gates.png
Drawn at 4 px/um.
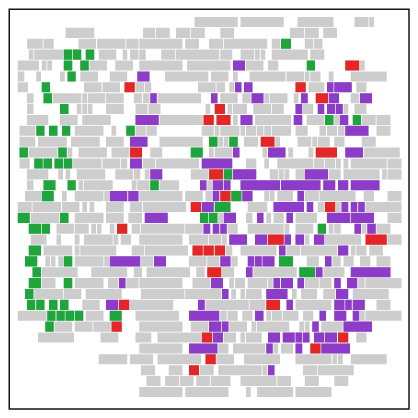
congestion_map.png
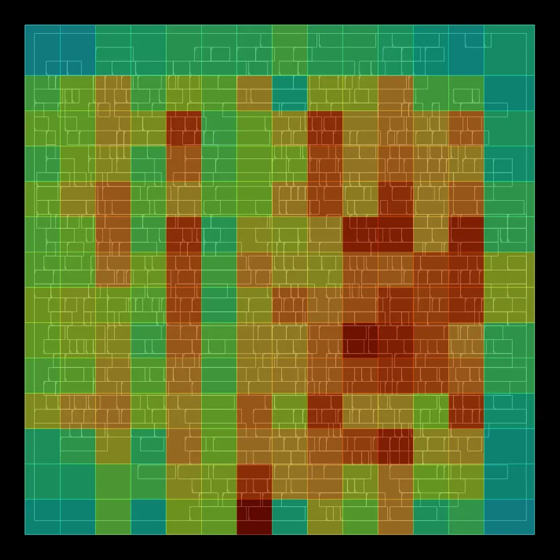
class_map.png
Drawn at 4 px/um. Fill, decap, tap and diode cells in grey.
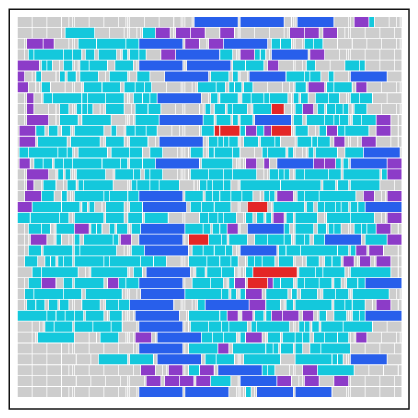
<file path="src/rtl/mac_pipe.sv">
// ---------------------------------------------------------------------------
// mac_pipe -- two-stage unsigned multiply-add / accumulate pipeline
//
// Stage 1 registers the full-precision product A*B together with C and the
// mode. Stage 2 forms A*B+C, acc+A*B or A*B into the result register, which
// doubles as the accumulator. Overflow either saturates (SAT=1) or wraps
// (SAT=0) and always sets a sticky flag.
//
// Ports
//   clk_n      in   1      clock, rising edge active
//   reset_n    in   1      asynchronous reset, active high
//   in_valid   in   1      operand beat present
//   in_ready   out  1      a beat is accepted this cycle
//   A          in   A_W    multiplicand
//   B          in   B_W    multiplier
//   C          in   C_W    addend
//   mode       in   2      00 A*B+C, 01 acc+A*B, 10 A*B, 11 A*B+C (restart)
//   out_valid  out  1      result holds valid data
//   out_ready  in   1      downstream accepts result
//   result     out  OUT_W  result register / accumulator
//   overflow   out  1      sticky overflow flag
//   ovf_clr    in   1      synchronous clear of overflow (a new overflow wins)
// ---------------------------------------------------------------------------
module mac_pipe #(
   parameter int A_W   = 7,
   parameter int B_W   = 7,
   parameter int C_W   = 14,
   parameter int OUT_W = 15,
   parameter int SAT   = 1
) (
   input  logic             clk_n,
   input  logic             reset_n,
   input  logic             in_valid,
   output logic             in_ready,
   input  logic [A_W-1:0]   A,
   input  logic [B_W-1:0]   B,
   input  logic [C_W-1:0]   C,
   input  logic [1:0]       mode,
   output logic             out_valid,
   input  logic             out_ready,
   output logic [OUT_W-1:0] result,
   output logic             overflow,
   input  logic             ovf_clr
);

   localparam int PROD_W = A_W + B_W;

   // The sum is OUT_W+1 bits wide; a narrower OUT_W could lose product or
   // addend bits before the overflow test ever sees them.
   generate
      if ((OUT_W < PROD_W) || (OUT_W < C_W)) begin : g_bad_out_w
         $error("mac_pipe: OUT_W must be >= max(A_W+B_W, C_W)");
      end
   endgenerate

   typedef enum logic [1:0] {
      MODE_ADD = 2'b00,
      MODE_ACC = 2'b01,
      MODE_MUL = 2'b10,
      MODE_RST = 2'b11
   } mode_e;

   function automatic logic [OUT_W-1:0] sat_fn(input logic [OUT_W:0] s);
      if (s[OUT_W] && (SAT != 0)) begin
         return '1;
      end
      return s[OUT_W-1:0];
   endfunction

   logic              w_xfer_p0;
   logic [PROD_W-1:0] w_prod_p0;
   logic              w_fire_p2;

   logic              r_vld_p1;
   logic [PROD_W-1:0] r_prod_p1;
   logic [C_W-1:0]    r_c_p1;
   mode_e             r_mode_p1;

   logic [OUT_W:0]    w_prod_x;
   logic [OUT_W:0]    w_c_x;
   logic [OUT_W:0]    w_sum;

   logic              r_vld_p2;
   logic [OUT_W-1:0]  r_result_p2;
   logic              r_ovf;

   // in_ready depends on out_ready through the stage-2 fire term only;
   // in_valid never feeds back into it.
   assign w_fire_p2 = r_vld_p1 & (~r_vld_p2 | out_ready);
   assign in_ready  = ~r_vld_p1 | w_fire_p2;
   assign w_xfer_p0 = in_valid & in_ready;
   assign w_prod_p0 = PROD_W'(A) * PROD_W'(B);

   // ---- stage 1: product, addend and mode ----
   always_ff @(posedge clk_n) begin
      if (w_xfer_p0) begin
         r_prod_p1 <= w_prod_p0;
         r_c_p1    <= C;
         r_mode_p1 <= mode_e'(mode);
      end
   end

   // ---- stage 2: sum selection ----
   assign w_prod_x = (OUT_W+1)'(r_prod_p1);
   assign w_c_x    = (OUT_W+1)'(r_c_p1);

   always_comb begin
      w_sum = w_prod_x;
      case (r_mode_p1)
         MODE_ACC: w_sum = {1'b0, r_result_p2} + w_prod_x;
         MODE_MUL: w_sum = w_prod_x;
         default:  w_sum = w_prod_x + w_c_x;
      endcase
   end

   // Result is reset together with the control state because it is also
   // the accumulator: an accumulate after reset must start from zero.
   always_ff @(posedge clk_n or posedge reset_n) begin
      if (reset_n) begin
         r_vld_p1    <= 1'b0;
         r_vld_p2    <= 1'b0;
         r_result_p2 <= '0;
         r_ovf       <= 1'b0;
      end else begin
         if (in_ready) begin
            r_vld_p1 <= in_valid;
         end
         if (w_fire_p2) begin
            r_vld_p2    <= 1'b1;
            r_result_p2 <= sat_fn(w_sum);
         end else if (out_ready) begin
            r_vld_p2    <= 1'b0;
         end
         if (w_fire_p2 && w_sum[OUT_W]) begin
            r_ovf <= 1'b1;
         end else if (ovf_clr) begin
            r_ovf <= 1'b0;
         end
      end
   end

   assign out_valid = r_vld_p2;
   assign result    = r_result_p2;
   assign overflow  = r_ovf;

endmodule

</file>
<file path="config.mk">
export PLATFORM = sky130hd
export DESIGN_NAME = mac_pipe
export DESIGN_NICKNAME = d
export VERILOG_FILES = /design/src/rtl/mac_pipe.sv
export SDC_FILE = /design/constraint.sdc
export NUM_CORES = 1
export LEC_CHECK = 0
export CAP_MARGIN = 0
export CORE_MARGIN = 1.5
export CORE_UTILIZATION = 53
export DETAILED_ROUTE_END_ITERATION = 6
export GPL_TIMING_DRIVEN = 0
export PLACE_DENSITY_LB_ADDON = 0.3
export SLEW_MARGIN = 25
export SYNTH_ARGS = -nofsm -noshare
export SYNTH_HDL_FRONTEND = slang
export SYNTH_SLANG_ARGS = --single-unit
</file>
<file path="constraint.sdc">
create_clock -name clk_n -period 2.27 [get_ports clk_n]
set_input_delay 0.227 -clock clk_n [delete_from_list [all_inputs] [get_ports clk_n]]
set_output_delay 0.227 -clock clk_n [all_outputs]
set_load 0.01 [all_outputs]
</file>
==> impl_metrics.csv <==
group,metric,value,unit
status,status,"complete, but fails checks",
status,violations,"negative setup slack",
power,clockPowerShare,0.092,
placement,place_ws,-2.30,ns
min_path,min_path_cells,2,
power,powerClk,637,uW
synthesis,async_flop_share,0.375,
critical_path,crit_path_end,"r_prod_p1[11]$_DFFE_PP_",
synthesis,synth.cells.most_frequent,"ha_1, and2_1, inv_1",
synthesis,floorplan.nets,627,
power,ir_worst_vdd,523,uV
critical_path,critPathArrivalTime,3.67,ns
clocking,cts_resized,108,
route,route.met2.wl,6.24,mm
synthesis,postSynthCellCount,504,
power,combPwrFrac,0.695,
sta,hold_viol,0,
route,top_layer,"met4",
power,power_switching_share,0.438,
min_path,hold_path_class,"input port to flip-flop",
critical_path,max_stage_delay,0.52,ns
route,drc,0,
power,seqPwrFrac,0.213,
route,drt-total-wl,12.2,mm
synthesis,ys_area,4940,sq um
synthesis,area_leaders,"edfxtp_1, ha_1, fa_1",
synthesis,simple_gate_share,0.165,
synthesis,ff_type,"edfxtp_1",
finish,nNonClkBuffers,88,
clocking,htree_levels,2,
finish,clock_cell_area_share,0.0172,
critical_path,worstSetupEndpointType,"flip-flop",
sta,tightest_slew,0.788,ns
global_route,track_usage,0.234,
critical_path,startpoint,"B[1]",
sta,finalSetupViolations,19,
global_route,overflow,0,
synthesis,ys_sh_aoi,0.207,
power,p_leak,2.66,nW
synthesis,top_area_frac,0.182,
finish,syn_to_final_growth,30.6,%
finish,largest_reg_flops,15,
sta,finalCritPeriodShare,1.59,
floorplanning,die_width,99.6,um
finish,regArea,1350,sq um
global_route,grt_max_degree,31,
clocking,cts_buffer_depth,2,
route,ant_nets,0,
floorplanning,die_h,99.6,um
placement,place_area,5660,sq um
sta,min_period,3.61,ns
clocking,cts_made_buffers,5,
finish,inverters,35,
finish,largest_class,"logic gates",
finish,final_cell_mix,"ha_1, clkdlybuf4s50_1, and2_1",
global_route,grt_pass1_wl,18.7,mm
finish,nClkBuffers,5,
clocking,clkSlewWorstSetupHoldPaths,0.09,ns
finish,logic_gate_count,414,
finish,layout-drive-gt1-share,0.241,
clocking,clock-root-buffer,"clkbuf_8",
synthesis,edf_count,30,
critical_path,path_depth,17,
synthesis,synthXorXnorAreaFrac,0.0408,
sta,rsz0062_at_grt,"yes",
synthesis,synth.cell_area,4940,sq um
critical_path,worstSetupPathType,"input port to flip-flop",
route,wl_met3,593,um
min_path,hold_path.startpoint,"A[0]",
clocking,postCtsHoldBufs,0,
power,switchingPower,3.03,mW
placement,place.detailed.hpwl,8.78,mm
critical_path,cp_top_family,"adder cells",
global_route,grt_antenna_before_repair,0,
floorplanning,taps,111,
synthesis,adder_share,0.262,
finish,fillCellCount,657,
power,intPower,3.88,mW
route,vias_per_cell,6.01,
global_route,grt_pass1_vias,3934,
critical_path,slowest_stage,"fa_1",
job,max-cap-violations,0,
sta,fin_worst_skew,0.0172,ns
finish,seq_cell_count,48,
floorplanning,die_area,9910,sq um
finish,final_nets,715,
placement,place_congestion,0.900,
critical_path,reg2reg_slack,-0.15,ns
critical_path,crit_chain,"buf_8 > and2_4 > fa_1 > inv_1 > fa_1 > inv_1 > fa_1 > inv_1 > fa_1 > inv_2 > ha_4 > o21a_1 > nor2_2 > a211oi_2 > a211oi_2 > nor2b_2 > xnor2_1",
sta,timing.final.ws_setup,-1.34,ns
critical_path,cp-start-kind,"input port",
route,first_pass_iters,5,
sta,slew_headroom,0.474,
synthesis,synth_cell_type_count,62,
job,tool_warnings,30,
synthesis,postSynthSeqShare,0.273,
sta,final_max_slew_viol_count,0,
power,powerDensity,1070,nW/um^2
route,wl_met1,5.13,mm
sta,max_freq,0.277,GHz
floorplanning,ios,53,
placement,dpl.cell_count,667,
synthesis,numSynthFlops,48,
sta,whs,0.321,ns
critical_path,cp.buffers_inverters,5,
synthesis,ys_top_logic_family,"adder cells",
sta,tns,-10.40,ns
power,power.total,6.91,mW
power,p_seq,1.47,mW
route,vias,4228,
finish,comb_area,3920,sq um
finish,n_antenna_cell,0,
critical_path,r2r-end,"result[10]$_DFFE_PP0P_",
critical_path,reg2reg_depth,10,
synthesis,top_area_cell,"edfxtp_1",
placement,port_buffers,52,
critical_path,crit_path_frequent_cell,"fa_1",
critical_path,rr_startpoint,"r_prod_p1[0]$_DFFE_PP_",
synthesis,yosys_cells,504,
synthesis,yosys_warnings,0,
finish,final-nonclk-buf-share,0.125,
synthesis,synth.avg_cell_area,9.81,sq um
global_route,grt-busiest-layer,"met2",
power,p_comb,4.80,mW
synthesis,ys_sh_mux,0.0142,
critical_path,required,2.33,ns
min_path,min_to,"r_prod_p1[0]$_DFFE_PP_",
clocking,cts_tree,"built",
synthesis,top_cell,"ha_1",
floorplanning,core_util_floorplan,0.540,
route,drtIter0Drc,162,
clocking,clock_sinks,48,
clocking,clock_latency,0.31,ns
power,power_leader,"combinational logic",
critical_path,worstPathMaxFanout,3,
clocking,post_cts_buffers,11,
About gates.png:
| colour | family | cells |
|---|---|---|
| purple | aoi and oai cells | 114 |
| green | and/or cells | 59 |
| red | non-inverting ao/oa cells | 29 |
Layout Cells excl Fill: 704
Comb/total area: 0.607
most numerous logic cell after layout: ha_1

About congestion_map.png:
grt met3 use: 0.0281
met1 Resource Use GR: 0.300
Post-Route Utilization: 0.705
DR WL/cell: 17.3 um
met2 Usage GRT: 0.423

About class_map.png:
| colour | class | cells |
|---|---|---|
| cyan | remaining logic cells | 449 |
| red | clock drivers and dummy loads | 8 |
| purple | remaining buffers and delay cells | 88 |
| blue | registers | 48 |
design area: 6460 sq um
sequential share of cell area: 0.209
Placeable Area: 9150 sq um
Std-Cell Rows: 35

Power figures rest on the tool's default switching activity, not on a simulated workload.
